[src/rtl/hs_flow_out_packer.sv]
// hs_flow_out_packer: frames the optical-flow result stream (frame_sync + U/V per cycle) into a
// ready/valid stream tagged with SOF/EOF, buffered in a small FIFO, with sticky error flags.
// Optional feature: define FLOW_PACK_CHECKSUM_EN to add io_checksum, a per-frame running sum
// of (u ^ v) latched when a frame completes.
module hs_flow_out_packer #(
    parameter int unsigned IMG_W      = 512,
    parameter int unsigned IMG_H      = 256,
    parameter int unsigned FP_WIDTH   = 26,
    parameter int unsigned FIFO_DEPTH = 16
) (
    input  logic                clk,
    input  logic                reset,
    input  logic                io_frame_sync_in,
    input  logic [FP_WIDTH-1:0] io_data_u,
    input  logic [FP_WIDTH-1:0] io_data_v,
    input  logic                io_out_ready,
    output logic                io_out_valid,
    output logic [FP_WIDTH-1:0] io_out_bits_u,
    output logic [FP_WIDTH-1:0] io_out_bits_v,
    output logic                io_out_sof,
    output logic                io_out_eof,
    output logic                io_overflow,
    output logic                io_sync_err,
`ifdef FLOW_PACK_CHECKSUM_EN
    output logic [31:0]         io_checksum,
`endif
    output logic [15:0]         io_frame_count
);

    localparam int unsigned NPix  = IMG_W * IMG_H;
    localparam int unsigned CntW  = (NPix > 1) ? $clog2(NPix) : 1;
    localparam int unsigned AddrW = $clog2(FIFO_DEPTH);
    localparam int unsigned PtrW  = AddrW + 1;
    localparam int unsigned EntW  = 2 * FP_WIDTH + 2;

    typedef enum logic [0:0] {StIdle, StStream} state_e;

    state_e            state_q, state_d;
    logic [CntW-1:0]   pix_cnt_q, pix_cnt_d;
    logic [15:0]       frame_cnt_q, frame_cnt_d;
    logic              overflow_q, overflow_d;
    logic              sync_err_q, sync_err_d;
    logic [PtrW-1:0]   wr_ptr_q, wr_ptr_d;
    logic [PtrW-1:0]   rd_ptr_q, rd_ptr_d;
    logic [EntW-1:0]   mem_q [FIFO_DEPTH];

    logic              in_stream, last_pix, first_pix;
    logic              fifo_empty, fifo_full, pop, push_ok;
    logic [EntW-1:0]   head;

    assign in_stream  = (state_q == StStream);
    assign last_pix   = (pix_cnt_q == CntW'(NPix - 1));
    assign first_pix  = (pix_cnt_q == '0);
    assign fifo_empty = (wr_ptr_q == rd_ptr_q);
    // Full when pointers differ only in the wrap bit.
    assign fifo_full  = (wr_ptr_q[AddrW] != rd_ptr_q[AddrW]) &&
                        (wr_ptr_q[AddrW-1:0] == rd_ptr_q[AddrW-1:0]);
    assign pop        = !fifo_empty && io_out_ready;
    assign push_ok    = in_stream && (!fifo_full || pop);
    assign head       = mem_q[rd_ptr_q[AddrW-1:0]];

    // FSM state register
    always_ff @(posedge clk) begin
        if (reset) state_q <= StIdle;
        else       state_q <= state_d;
    end

    // FSM next state: sync starts a frame; the last pixel ends it unless a new sync coincides
    always_comb begin
        state_d = state_q;
        unique case (state_q)
            StIdle:   if (io_frame_sync_in) state_d = StStream;
            StStream: if (last_pix && !io_frame_sync_in) state_d = StIdle;
            default:  state_d = StIdle;
        endcase
    end

    // Datapath next state: pixel counter, frame counter, sticky flags, FIFO pointers
    always_comb begin
        pix_cnt_d   = '0;
        frame_cnt_d = frame_cnt_q;
        overflow_d  = overflow_q;
        sync_err_d  = sync_err_q;
        wr_ptr_d    = wr_ptr_q + PtrW'(push_ok);
        rd_ptr_d    = rd_ptr_q + PtrW'(pop);
        if (in_stream) begin
            // Counter keeps running through drops; sync or last pixel restarts at pixel 0.
            if (!last_pix && !io_frame_sync_in) pix_cnt_d = pix_cnt_q + CntW'(1);
            if (last_pix) frame_cnt_d = frame_cnt_q + 16'd1;
            if (io_frame_sync_in && !last_pix) sync_err_d = 1'b1;
            if (fifo_full && !pop) overflow_d = 1'b1;
        end
    end

    // Control/status registers
    always_ff @(posedge clk) begin
        if (reset) begin
            pix_cnt_q   <= '0;
            frame_cnt_q <= '0;
            overflow_q  <= 1'b0;
            sync_err_q  <= 1'b0;
            wr_ptr_q    <= '0;
            rd_ptr_q    <= '0;
        end else begin
            pix_cnt_q   <= pix_cnt_d;
            frame_cnt_q <= frame_cnt_d;
            overflow_q  <= overflow_d;
            sync_err_q  <= sync_err_d;
            wr_ptr_q    <= wr_ptr_d;
            rd_ptr_q    <= rd_ptr_d;
        end
    end

    // FIFO storage; stale contents are masked by io_out_valid so no reset is needed
    always_ff @(posedge clk) begin
        if (push_ok) begin
            mem_q[wr_ptr_q[AddrW-1:0]] <= {first_pix, last_pix, io_data_u, io_data_v};
        end
    end

    // Output drive: head fields forced to zero while empty so reset shows all-zero outputs
    always_comb begin
        io_out_valid   = !fifo_empty;
        io_out_sof     = io_out_valid & head[EntW-1];
        io_out_eof     = io_out_valid & head[EntW-2];
        io_out_bits_u  = io_out_valid ? head[2*FP_WIDTH-1:FP_WIDTH] : '0;
        io_out_bits_v  = io_out_valid ? head[FP_WIDTH-1:0] : '0;
        io_overflow    = overflow_q;
        io_sync_err    = sync_err_q;
        io_frame_count = frame_cnt_q;
    end

`ifdef FLOW_PACK_CHECKSUM_EN
    logic [31:0] acc_q, acc_d, cks_q, cks_d, sum_now, pix_xor;

    assign pix_xor = 32'(io_data_u ^ io_data_v);
    assign sum_now = first_pix ? pix_xor : (acc_q + pix_xor);

    // Checksum accumulate; result published only when a frame reaches its last pixel
    always_comb begin
        acc_d = acc_q;
        cks_d = cks_q;
        if (in_stream) begin
            acc_d = sum_now;
            if (last_pix) cks_d = sum_now;
        end
    end

    // Checksum registers
    always_ff @(posedge clk) begin
        if (reset) begin
            acc_q <= '0;
            cks_q <= '0;
        end else begin
            acc_q <= acc_d;
            cks_q <= cks_d;
        end
    end

    assign io_checksum = cks_q;
`endif

endmodule

[config.mk]
export PLATFORM = sky130hd
export DESIGN_NAME = hs_flow_out_packer
export DESIGN_NICKNAME = d
export VERILOG_FILES = /design/src/rtl/hs_flow_out_packer.sv
export SDC_FILE = /design/constraint.sdc
export NUM_CORES = 1
export LEC_CHECK = 0
export ABC_AREA = 1
export CAP_MARGIN = 10
export CORE_MARGIN = 8
export CORE_UTILIZATION = 50
export CTS_BUF_LIST = sky130_fd_sc_hd__clkbuf_8
export CTS_CLUSTER_SIZE = 24
export DETAILED_ROUTE_END_ITERATION = 12
export PLACE_DENSITY = 0.67
export SYNTH_ARGS = -nofsm -noshare
export SYNTH_HDL_FRONTEND = slang
export SYNTH_SLANG_ARGS = --single-unit
[constraint.sdc]
create_clock -name clk -period 10.9 [get_ports clk]
set_input_delay 2.18 -clock clk [delete_from_list [all_inputs] [get_ports clk]]
set_output_delay 2.18 -clock clk [all_outputs]
set_load 0.01 [all_outputs]
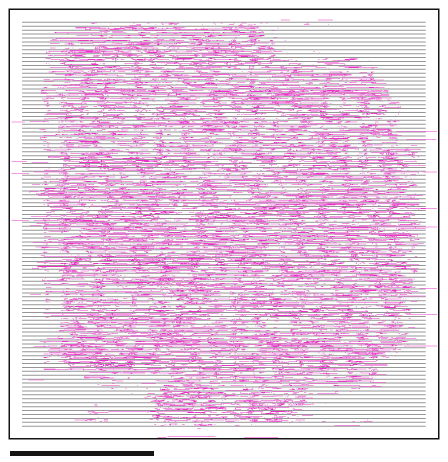
*Met1 routing*
Scale bar: 100 um. Supply wires on this layer in gray.
nets with wire on the layer: 3859
longest straight run: 76.8 um
share of all routed wire: 42%
main direction: horizontal
wire length on this layer: 39.3 mm

==> job_summary.md <==
## Implementation flow summary

| Metric | Value |
|---|---|
| Outcome | finished clean |
| Worst path cell trace | buf_4 -> inv_8 -> buf_12 -> nand2_1 -> nand3_1 -> nand2_1 -> nand2_1 -> nand2_1 -> inv_1 -> a21oi_2 -> clkdlybuf4s50_1 |
| Mapped cell area | 39440 um2 |
| Hold Crit Class | register to register |
| Placer Congestion | 0.7716 |
| Area Overhead vs Synth | 12.22% |
| Post-layout min period | 6890 ps |
| Core Area | 78480 um2 |
| Post-synthesis adder-cell area fraction | 0.2538% |
| Fmax | 145.1 MHz |
| Post-DP HPWL | 46710 um |
| Met3 wire len | 6121 um |
| Yosys xor share | 0.1777% |
| Post-route core utilization | 56.39% |
| CTS H-tree depth | 4 |
| Syn Nets | 3996 |
| Vias in the first global route | 25910 |
| Largest net degree at the start of global routing | 191 |
| Logic area | 9415 um2 |
| CTS clk-pin slew, worst paths | 60 ps |
| TritonCTS Buffers | 146 |
| Cell Rows | 103 |
| MaxCap Viol Count | 0 |
| # resized after CTS | 0 |
| Chip area | 88110 um2 |
| RSZ-0062 raised after global routing | no |
| Max Buffers Root-to-Sink | 3 |
| Main flop type | edfxtp_1 |
| Clock Power Share | 33.0% |
| Post-route DRC | 0 |
| Syn avg cell area | 10.03 um2 |
| CP delay by family, top | buffers and inverters |
| Slew HR | 22.30% |
| TritonRoute pass-1 iters | 5 |
| Leading cell kind | sequential cells |
| Setup crit start kind | register |
| Setup bufs post-CTS | 0 |
| Top logic family | simple AND/OR/NAND/NOR gates |
| Comb/total area | 21.27% |
| Combinational Gates | 2192 |
| Share of power burned in registers | 48.5% |
| I/O Pins | 129 |
| Final Hold Vio Count | 0 |
| CP required | 8720 ps |
| Sw Ratio | 29.22% |
| Largest cells by area after synthesis | edfxtp_1 66%, nand2_1 15%, inv_1 6.1% |
| Fin worst setup slack | 4010 ps |
| Crit. End Element | output pin |
| Async set or reset register ratio after synthesis | 0% |
| Die Wd | 296.8 um |
| DR WL met2 | 45560 um |
| # clk buffers | 148 |
| Layout cell share with drive strength beyond 1 | 6.940% |
| Initial core utilization | 50.25% |
| Seq group | 3.91 mW |
| Signal buffers | 163 |
| Mux frac, synth | 0% |
| Count leader, synth | nand2_1 |
| Post-DRT Antenna Nets | 0 |
| Total power | 8.059 mW |
| Gr busiest metal | met2 |
| FF-to-FF setup slack | 6360 ps |
| CTS Sinks | 910 |
| # Cells Yosys | 3932 |
| Cell type with the largest total area | edfxtp_1 |
| CTS tree | built |
| Met1 WL | 39250 um |
| Cell Type Count | 29 |
| Simple share | 21.38% |
| Switching pwr | 2.355 mW |
| GRT met1 Usage | 26.18% |
| Port Buffer Count | 128 |
| Max FFs per register | 864 |
| Total gr overflow | 0 |
| Ao+oa area frac | 1.723% |
| Worst path max stage delay | 770 ps |
| Crit-path max FO | 190 |
| Pleak | 18.51 nW |
| Post-synthesis cell count | 3932 |
| Max-slew violation count | 0 |
| Slowest CP cell | buf_4 |
| Cycle use final | 63.21% |
| M3 GR Usage | 4.262% |
| Tap cells | 1050 |
| Critical path type | register to output pin |
| Peak VDD IR | 0.09821 mV |
| Top cell area share | 65.79% |
| Highest routed layer | met4 |
| Pre-CTS setup slack | 4839 ps |
| Antenna violations before repair | 1 |
| Yosys warnings | 0 |
| Final clock-cell share | 5.866% |
| Non-CTS inverters | 650 |
| Setup_tns | 0 ps |
| YS chip area | 39440 um2 |
| First-pass GRT wire length | 145200 um |
| Antenna cells | 1 |
| Most frequent cells after synthesis | 1531 x nand2_1, 864 x edfxtp_1, 646 x inv_1 |
| PD cells | 182.1 nW/um2 |
| Setup violators final | 0 |
| Die Span Y | 296.8 um |
| Sequential area share after synthesis | 68.13% |
| Iter 0 DRT Violations | 2115 |
| Part of the power in combinational logic | 18.4% |
| Clk pwr | 2.66 mW |
| CTS Hold Bufs | 0 |
| Yosys reg bits | 910 |
| GRT Overall Usage | 20.99% |
| Cell-internal power | 5.704 mW |
| P_comb | 1.49 mW |
| Wire per inst | 18.08 um |
| Pwr top | sequential cells |
| Clk latency late pin | 800 ps |
| Buf+Inv Stages, Crit Path | 5 |
| Seq cells | 910 |
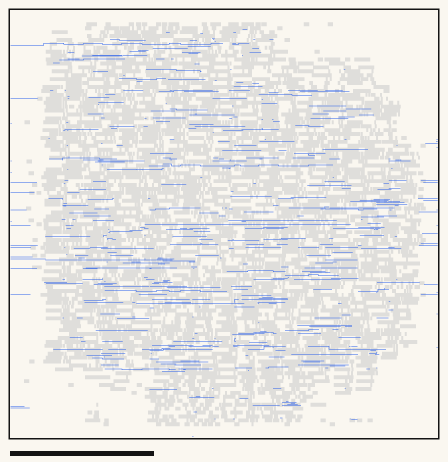
*Metal 3*
Scale bar: 100 um. Cells faint in the background.
main direction: horizontal
longest straight run: 143 um
drt total wl: 94300 um
Vias: 26420

## layout by cell type (no fill, tap or decap), drive strengths merged, types with 35 or more instances in the layout
master	n
nand2	1532
edfxtp	864
inv	705
nand3	447
clkbuf	148
clkdlybuf4s50	128
a21oi	77
nor2	73
dfxtp	46
clkinv	38
buf	35
## metrics by stage
stage          area [um2]  instances  hold slack, ps
2_1_floorplan       39440       3932           429.7
3_3_place_gp        41640       4964           437.6
3_5_place_dp        41640       4964           438.9
4_1_cts             44230       5213           449.0
5_1_grt             44260       5215           471.1
6_report            44260       5215           446.6
## worst paths after layout
kind / start / end / cells past startpoint
max: rd_ptr_q[0] / io_out_bits_v[16] / 11
max reg2reg: rd_ptr_q[0] / mem_q[2][22] / 8
min reg2reg: io_overflow / io_overflow / 2
min: io_overflow / io_overflow / 2
Power and IR drop assume default switching activity.
